==> images/ff_map.png <==
Drawn at 3 px/um. Other sequential cells in the stronger grey, the rest of the logic in the fainter grey.
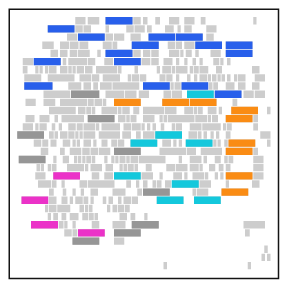
==> images/class_map.png <==
Drawn at 3 px/um.
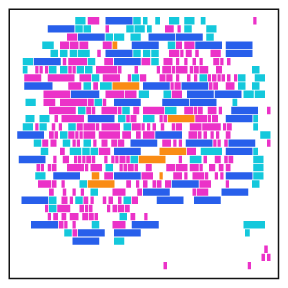
==> images/port_trees.png <==
Drawn at 6 px/um.
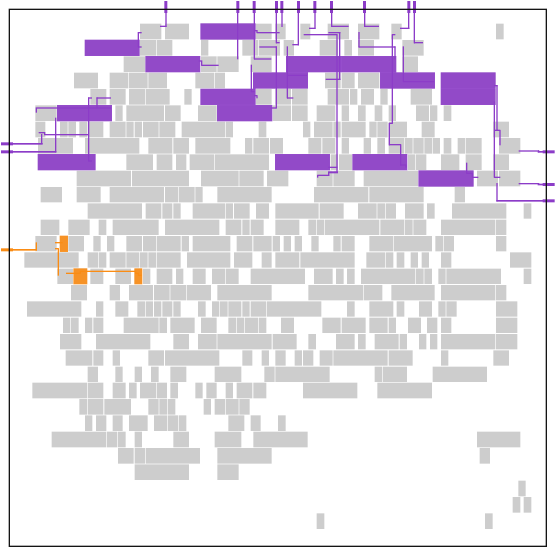
==> images/clock_wires.png <==
Drawn at 3 px/um.
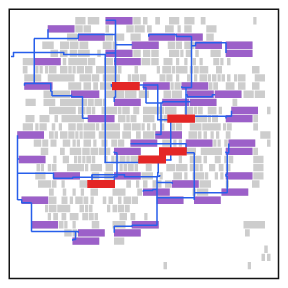
==> images/placed.png <==
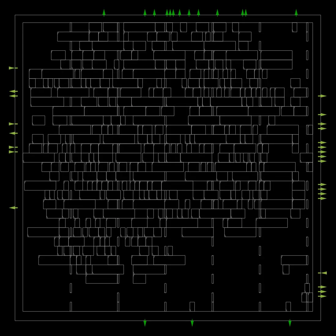
**src/rtl/gamma_bit_parser.sv**
```systemverilog
// Bit-serial gamma code front end: strips the zero prefix, assembles the
// code value into a 9-bit operand and hands it off with the bias operand.
module gamma_bit_parser #(
    parameter int         MAX_ZEROS = 8,
    parameter logic [7:0] BIAS      = 8'd1,
    parameter int         CNT_W     = 16
) (
    input  logic             clk,
    input  logic             rst_n,
    input  logic             bit_in,
    input  logic             bit_valid,
    output logic             bit_ready,
    output logic [8:0]       word_a,
    output logic [7:0]       word_b,
    output logic             word_valid,
    input  logic             word_ready,
    output logic             err_prefix,
    output logic [CNT_W-1:0] word_count
);

    typedef enum logic [1:0] {ZEROS, DATA, OUT} state_t;

    state_t           state_q, state_d;
    logic [3:0]       zcnt_q, zcnt_d;
    logic [7:0]       shift_q, shift_d;
    logic [3:0]       rem_q, rem_d;
    logic [8:0]       word_a_q, word_a_d;
    logic             word_valid_q, word_valid_d;
    logic             bit_ready_q, bit_ready_d;
    logic             err_q, err_d;
    logic [CNT_W-1:0] cnt_q, cnt_d;
    logic             bit_xfer;

    assign bit_xfer = bit_valid && bit_ready_q;

    always_comb begin
        state_d      = state_q;
        zcnt_d       = zcnt_q;
        shift_d      = shift_q;
        rem_d        = rem_q;
        word_a_d     = word_a_q;
        word_valid_d = word_valid_q;
        bit_ready_d  = bit_ready_q;
        err_d        = 1'b0;
        cnt_d        = cnt_q;
        unique case (state_q)
            ZEROS: begin
                bit_ready_d = 1'b1;
                if (bit_xfer && !bit_in) begin
                    // the offending zero is dropped; the next bit starts afresh
                    if (zcnt_q == 4'(MAX_ZEROS)) begin
                        err_d  = 1'b1;
                        zcnt_d = 4'd0;
                    end else begin
                        zcnt_d = zcnt_q + 4'd1;
                    end
                end else if (bit_xfer) begin
                    shift_d = 8'd1;
                    rem_d   = zcnt_q;
                    if (zcnt_q == 4'd0) begin
                        state_d      = OUT;
                        word_a_d     = 9'd1;
                        word_valid_d = 1'b1;
                        bit_ready_d  = 1'b0;
                    end else begin
                        state_d = DATA;
                    end
                end
            end
            DATA: begin
                if (bit_xfer) begin
                    shift_d = {shift_q[6:0], bit_in};
                    rem_d   = rem_q - 4'd1;
                    if (rem_q == 4'd1) begin
                        state_d      = OUT;
                        word_a_d     = {shift_q, bit_in};
                        word_valid_d = 1'b1;
                        bit_ready_d  = 1'b0;
                    end
                end
            end
            OUT: begin
                if (word_ready) begin
                    state_d      = ZEROS;
                    word_valid_d = 1'b0;
                    bit_ready_d  = 1'b1;
                    zcnt_d       = 4'd0;
                    cnt_d        = cnt_q + {{(CNT_W-1){1'b0}}, 1'b1};
                end
            end
            default: state_d = ZEROS;
        endcase
    end

    always_ff @(posedge clk or negedge rst_n) begin
        if (!rst_n) begin
            state_q      <= ZEROS;
            zcnt_q       <= 4'd0;
            shift_q      <= 8'd0;
            rem_q        <= 4'd0;
            word_a_q     <= 9'd0;
            word_valid_q <= 1'b0;
            bit_ready_q  <= 1'b0;
            err_q        <= 1'b0;
            cnt_q        <= '0;
        end else begin
            state_q      <= state_d;
            zcnt_q       <= zcnt_d;
            shift_q      <= shift_d;
            rem_q        <= rem_d;
            word_a_q     <= word_a_d;
            word_valid_q <= word_valid_d;
            bit_ready_q  <= bit_ready_d;
            err_q        <= err_d;
            cnt_q        <= cnt_d;
        end
    end

    assign bit_ready  = bit_ready_q;
    assign word_a     = word_a_q;
    assign word_b     = BIAS;
    assign word_valid = word_valid_q;
    assign err_prefix = err_q;
    assign word_count = cnt_q;

endmodule
```
**config.mk**
```make
export PLATFORM = sky130hd
export DESIGN_NAME = gamma_bit_parser
export DESIGN_NICKNAME = d
export VERILOG_FILES = /design/src/rtl/gamma_bit_parser.sv
export SDC_FILE = /design/constraint.sdc
export NUM_CORES = 1
export LEC_CHECK = 0
export ABC_AREA = 1
export CORE_MARGIN = 2
export CORE_UTILIZATION = 35
export CTS_BUF_LIST = sky130_fd_sc_hd__clkbuf_16
export DETAILED_ROUTE_END_ITERATION = 16
export PLACE_DENSITY = 0.65
export SLEW_MARGIN = 30
export SYNTH_ARGS = -nofsm -noshare
export SYNTH_HDL_FRONTEND = slang
export SYNTH_SLANG_ARGS = --single-unit
```
**constraint.sdc**
```tcl
create_clock -name clk -period 1.3 [get_ports clk]
set_input_delay 0.39 -clock clk [delete_from_list [all_inputs] [get_ports clk]]
set_output_delay 0.39 -clock clk [all_outputs]
set_load 0.005 [all_outputs]
```
==> changes_impl.md <==
### Changed

* Vias/cell at 4.468
* Worst setup EP type: register
* Status: finished with violations
* Die height at 89.27 um
* Tot GR Track Use at 15.43%
* Xor+xnor area frac at 4.474%
* Final hold slack at 0.08326 ns
* Drc violations at 0
* Placement-stage cell area at 3284 um2
* Synth warn at 0
* Cell Type Count at 31
* Top Layout Cells: nand2_1, buf_4, dfrtp_1
* Cell Rows at 31
* Critical Path Most Common Cell: nand2_2
* Fin. max-slew vios at 0
* Crit path largest cell delay at 0.44 ns
* CTS tree: yes
* Most frequent logic cell in the layout: nand2_1
* Post-Synthesis Cells at 297
* Clock slew at reported path FFs at 0.06 ns
* Violated checks: setup timing
* CP max FO at 6
* Share of layout cells above drive strength 1 at 39.65%
* CP bufs+invs at 1
* Critical-path cell list: inv_4, ha_4, o21ai_4, nand3_4, nor2_8, nand2_2, nand2_2
* P&R area growth vs syn at 51.43%
* Sum of negative setup slack at -5.948 ns
* Mux area share at 0%
* Placed Cells at 465
* Pwr dens at 1838 nW/um2
* Hold Vio Cnt, Final at 0
* Worst setup margin at -0.2032 ns
* Place WS at -0.5032 ns
* Fmax at 665.3 MHz
* # setup viols final at 41
-- ff_map.png (at the start) --
colour	name in the netlist	flops
blue	word_count	16
magenta	zcnt_q	4
orange	word_a	9
cyan	shift_q	8
Seq power: 1.92 mW
Flop area: 1154 um2

-- class_map.png (at the start) --
colour	class	cells	share of their area
blue	registers	46	31%
cyan	remaining buffers and delay cells	96	21%
orange	clock drivers and dummy loads	8	3.8%
magenta	remaining logic cells	251	44%
Core Area: 7137 um2
final core occ: 54.00%

-- port_trees.png (at the start) --
colour	port	direction	end cells	buffers	wire
purple	word_count	output	16	16	302 um
orange	bit_in	input	3	2	24.5 um
io pins: 41
# port buffers: 32

-- clock_wires.png (at the start) --
[red] clock-net drivers | count: 5
[purple] flip-flops | count: 46
[blue] clock wires | length: 649 um
routed clock nets	6
Layout Skew: 0.005975 ns
Latency at later pin: 0.28 ns
Clk pwr share: 17.5%
clock-net power: 1.24 mW

-- placed.png (at the start) --
flop share of the area: 29.94%
Flops: 46

## where the power goes
group          total [mW]  switching, mW  internal [mW]
clock network        1.24          0.539          0.702
registers            1.92          0.186           1.73
logic                3.92           2.19           1.73
## cells by family (layout without fill, tap and decap cells)
group | Yosys count | count (layout)
AND/OR/NAND/NOR | 143 | 147
buffers and inverters | 50 | 144
flip-flops | 46 | 46
AND-OR/OR-AND | 33 | 33
XOR/XNOR | 13 | 13
adder cells (fa/ha/maj) | 10 | 10
other | 2 | 8
## repair_timing
| action | CTS | global route |
|---|---|---|
| gates cloned | 2 | 2 |
| setup buffers | 18 | 6 |
| pin swaps | 15 | 17 |
| setup endpoints to repair | 69 | 54 |
| gates resized | 81 | 57 |
| hold buffers | 0 | 0 |
## cells in the mapped netlist
| cell | instances |
|---|---|
| nand2_1 | 89 |
| dfrtp_1 | 46 |
| inv_1 | 36 |
| o21ai_0 | 16 |
| nand3_1 | 15 |
| ha_1 | 10 |
| nor2_1 | 10 |
| buf_4 | 8 |
| o21ai_2 | 8 |
| nand4_1 | 7 |
| o21ai_1 | 7 |
| xor2_1 | 7 |
| xnor2_1 | 6 |
| nand2_2 | 5 |
| inv_2 | 3 |
| nor2_2 | 3 |
| conb_1 | 2 |
| nand2_4 | 2 |
| nand3_4 | 2 |
| nor2_4 | 2 |
| nor2_8 | 2 |
| nor3_1 | 2 |
| a21oi_1 | 1 |
| and2_1 | 1 |
| buf_12 | 1 |
| buf_2 | 1 |
| clkinv_2 | 1 |
| nand3_2 | 1 |
| nand4_4 | 1 |
| o22ai_1 | 1 |
| or2_2 | 1 |
## final timing paths
| check | start | to | slack, ns | cells after the start |
|---|---|---|---|---|
| setup reg to reg | state_q[0] | word_a[0] | -0.20 | 7 |
| hold reg to reg | word_valid | word_valid | 0.47 | 2 |
| min in group clk | word_valid | word_valid | 0.47 | 2 |
| setup / recovery | state_q[0] | word_a[0] | -0.20 | 7 |
| max in group asynchronous | rst_n | word_count[0] | 0.99 | 2 |
| hold / removal | rst_n | shift_q[4] | 0.08 | 2 |
## layout make-up
class                      count  area, um2
fill                         661       3283
timing repair buffer          96      800.8
sequential                    46       1154
multi-input combinational    211       1469
tap                           99      123.9
inverter                      40      165.2
clock buffer                   5      125.1
clock inverter                 3      16.27
## sequential cells by signal, indices dropped and copies added, names as in the netlist
register / count
word_count: 16
word_a: 9
shift_q: 8
rem_q: 4
zcnt_q: 4
state_q: 2
bit_ready: 1
err_prefix: 1
word_valid: 1
## routing by layer
layer  routed length (um)  track usage, %  vias up
li1                     -               -     1140
met1                 2804           20.96     1047
met3                  216           3.693        4
met2                 2794           24.78       43
met5                    0               0        -
met4                   47           4.071        0
Power and IR drop assume default switching activity.
